==> config.mk <==
export PLATFORM = sky130hd
export DESIGN_NAME = pipe_ctrl
export DESIGN_NICKNAME = d
export VERILOG_FILES = /design/src/rtl/cpu_pkg.sv /design/src/rtl/pipe_fwd_cmp.sv /design/src/rtl/pipe_ctrl.sv
export SDC_FILE = /design/constraint.sdc
export NUM_CORES = 1
export LEC_CHECK = 0
export CAP_MARGIN = 20
export CORE_AREA = 10 10 161 163
export DETAILED_ROUTE_END_ITERATION = 12
export DIE_AREA = 0 0 171 173
export HOLD_SLACK_MARGIN = 0.08
export MAX_ROUTING_LAYER = met4
export SLEW_MARGIN = 5
export SYNTH_ARGS = -nofsm -noshare
export SYNTH_HDL_FRONTEND = slang
export SYNTH_HIERARCHICAL = 1
export SYNTH_SLANG_ARGS = --single-unit
==> constraint.sdc <==
create_clock -name clk -period 3.35 [get_ports clk]
set_clock_uncertainty 0.1 [all_clocks]
set_input_delay 0.5025 -clock clk [delete_from_list [all_inputs] [get_ports clk]]
set_output_delay 0.5025 -clock clk [all_outputs]
set_load 0.05 [all_outputs]
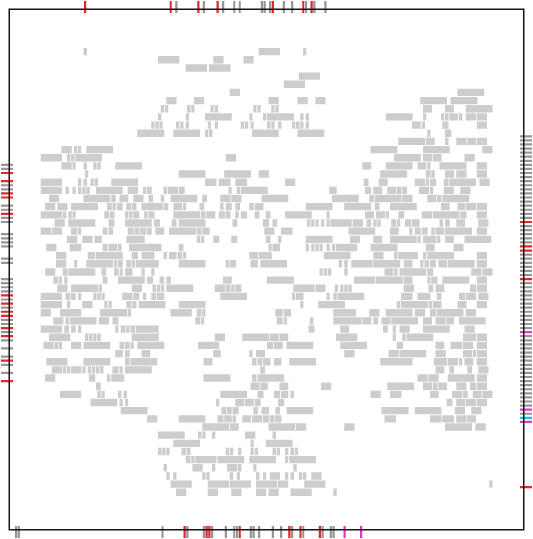
Figure 1: run 1, ports around the boundary.
Drawn at 3 px/µm. Pins as bars across the die edge, other pins in grey.
| colour | port | pins | direction | edge |
|---|---|---|---|---|
| red | imem_addr | 32 | output | 13 left, 7 top, 7 bottom, 5 right |
| cyan | wb_regwrite | 1 | output | right |
| magenta | ex_rd | 5 | input | 3 right, 2 bottom |
all pins by edge: 72 right, 41 left, 28 bottom, 20 top
Die Wd: 171 µm
I/O Buffers: 154

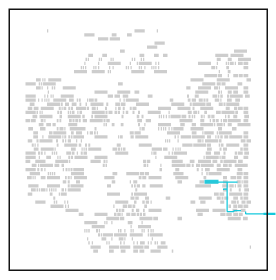
Figure 2: run 1, nets reached from selected ports.
Drawn at 1.5 px/µm.
| colour | port | direction | edge | end cells | buffers | wire |
|---|---|---|---|---|---|---|
| cyan | wb_regwrite | output | right | 1 | 1 | 60.2 µm |
I/O pins: 161

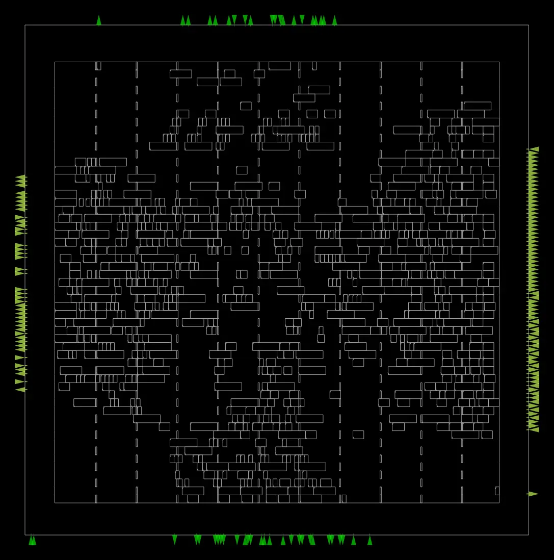
Figure 3: run 1, placed standard cells.
# Taps: 285
core box area: 22,600 µm²

==> flow_summary.json <==
{
  "routed_wl_mm": 18.0,
  "cts_inserted_buffers": 9,
  "cp_max_fo": 24,
  "gp_congestion": 0.799,
  "hold_depth": 1,
  "crit_arrival_ns": 2.39,
  "lay_top_cells": "nand2_1 (187), clkdlybuf4s50_1 (123), dfrtp_1 (102), buf_12 (33), o21ai_0 (32)",
  "htreeDepth": 3,
  "synth_top_area_share_pct": 47.8,
  "slew_viol_final": 0,
  "path_clk_slew_ns": 0.08,
  "grt_max_degree": 54,
  "fp_util_pct": 23.7,
  "yosys_area_um2": 5340,
  "firstDrtPassIters": 4,
  "worstPathCellList": "clkdlybuf4s50_1, o211ai_4, buf_4, nand2_1, nand2_1, buf_12",
  "enable_flop_cells": 0,
  "hpwl_mm": 13.1,
  "drt-vias-per-instance": 4.64,
  "worstMarginPinSlew_ns": 0.868,
  "synth_cell_types": 60,
  "dieArea_um2": 29600,
  "ctsLongestPathBuffers": 2,
  "cpPeakStageDelay_ns": 0.70,
  "yosys-top-cells-count": "nand2_1 (187), dfrtp_1 (102), o21ai_0 (32), xnor2_1 (30), nor2_1 (28)",
  "rsz0062_at_grt": "false",
  "vias": 4840,
  "setup_viol": 0,
  "postCtsSetupRepairBufs": 0,
  "required_ns": 2.75,
  "syn_area_um2": 5340,
  "grt_pass1_vias": 4684,
  "cp-end-kind": "output pin",
  "ys_sh_aoi_pct": 11.3,
  "topCellsByArea": "dfrtp_1 (48%), nand2_1 (13%), xnor2_1 (4.9%), o21ai_0 (3.0%), nand3_1 (2.3%)",
  "lay_top_count": "nand2_1",
  "post_cts_resized": 0,
  "warnings": 28,
  "insertion_delay_ns": 0.36,
  "cp_slowest_cell": "o211ai_4",
  "tns_ns": 0,
  "synthToLayoutAreaGrowth_pct": 47.0,
  "slew_headroom_pct": 42.0,
  "maxCapViolations": 0,
  "holdBufCountCts": 0,
  "largest_area_cell": "dfrtp_1",
  "mux_share_pct": 1.66,
  "stdcell_count": 1044,
  "drt_iter0_drc": 339,
  "ys_sh_adder_pct": 0.468,
  "antenna_found_initial": 1,
  "cp_common_cell": "nand2_1",
  "rows": 55,
  "topCombFamilyByArea": "simple AND/OR/NAND/NOR gates",
  "cts_tree": "yes",
  "period_used_pct": 89.2,
  "r2r_setup_slack_ns": 0.82,
  "drc_errors": 0,
  "irDropWorstVdd_mv": 0.974,
  "power-per-cell-area_nw_per_um2": 1220,
  "drive_gt1_share_pct": 11.3,
  "status": "completed",
  "leakagePower_uw": 0.00339,
  "async_flop_share_pct": 100,
  "grt-ovfl-total": 0,
  "grt_pass1_wl_mm": 27.8,
  "netlist_instances": 611,
  "most_common_cell": "nand2_1",
  "synth_seq_share_pct": 47.8,
  "min_period_ns": 2.99,
  "grt_use_total_pct": 12.2,
  "hold_violations": 0,
  "worstRegToRegCells": 5,
  "start_kind": "input pin",
  "avgRoutedWirePerCell_um": 17.3,
  "placed_cells": 1027,
  "cts_sinks": 102,
  "fin_nets": 808,
  "synth-seq-cells": 102,
  "synthFlopType": "dfrtp_1",
  "synth-simple-area-share_pct": 27.9,
  "final_util_pct": 34.8,
  "largest_reg_flops": 32,
  "fmax_mhz": 335,
  "ys_sh_xor_pct": 6.39,
  "ys_warn_count": 6
}
run 1: critical path, delay by kind of cell:
kind	cells	cell delay, ns
buf+inv	3	0.99
simple gates	2	0.19
compound gates	1	0.70
run 1: layer usage:
layer  GRT usage [%]  part of all wire, %
met4            2.94                  1.0
met5               -                    0
met3            3.78                  7.6
met1            16.2                   48
met2            17.7                   43
run 1: through the flow:
| stage | setup slack (ns) | total power, µW | hold WS (ns) | cell area [µm²] |
|---|---|---|---|---|
| floorplan | 0.0720 | 5720 | 0.384 | 5350 |
| detailed placement | 0.225 | 8460 | 0.385 | 7520 |
| global route | 0.220 | 10100 | 0.420 | 7850 |
| CTS | 0.300 | 9700 | 0.402 | 7850 |
| finish | 0.362 | 9560 | 0.394 | 7850 |
| global placement | 0.232 | 8400 | 0.362 | 7520 |
run 1: cell families (layout without fill, tap and decap cells):
family | count (synthesis) | in the layout
flip-flops | 102 | 102
other | 1 | 5
buffers and inverters | 53 | 197
AND/OR/NAND/NOR | 314 | 314
AND-OR/OR-AND | 92 | 92
XOR/XNOR | 39 | 39
multiplexers | 8 | 8
adder cells (fa/ha/maj) | 2 | 2
run 1: report_power, final:
part	leakage, µW	switching (µW)	total [µW]	internal, µW
Sequential	0.00127	599	2270	1670
Combinational	0.00196	3720	6100	2380
Clock	0.000157	531	1200	666
Total	0.00339	4850	9560	4710
run 1: final cells by class:
| cell class | count | area [µm²] |
|---|---|---|
| antenna | 1 | 2.50 |
| clock buffer | 9 | 225 |
| clock inverter | 7 | 103 |
| fill | 2293 | 14700 |
| inverter | 16 | 62.6 |
| multi-input combinational | 459 | 2590 |
| sequential | 102 | 2550 |
| tap | 285 | 357 |
| timing repair buffer | 165 | 1960 |
Power and IR drop assume default switching activity.
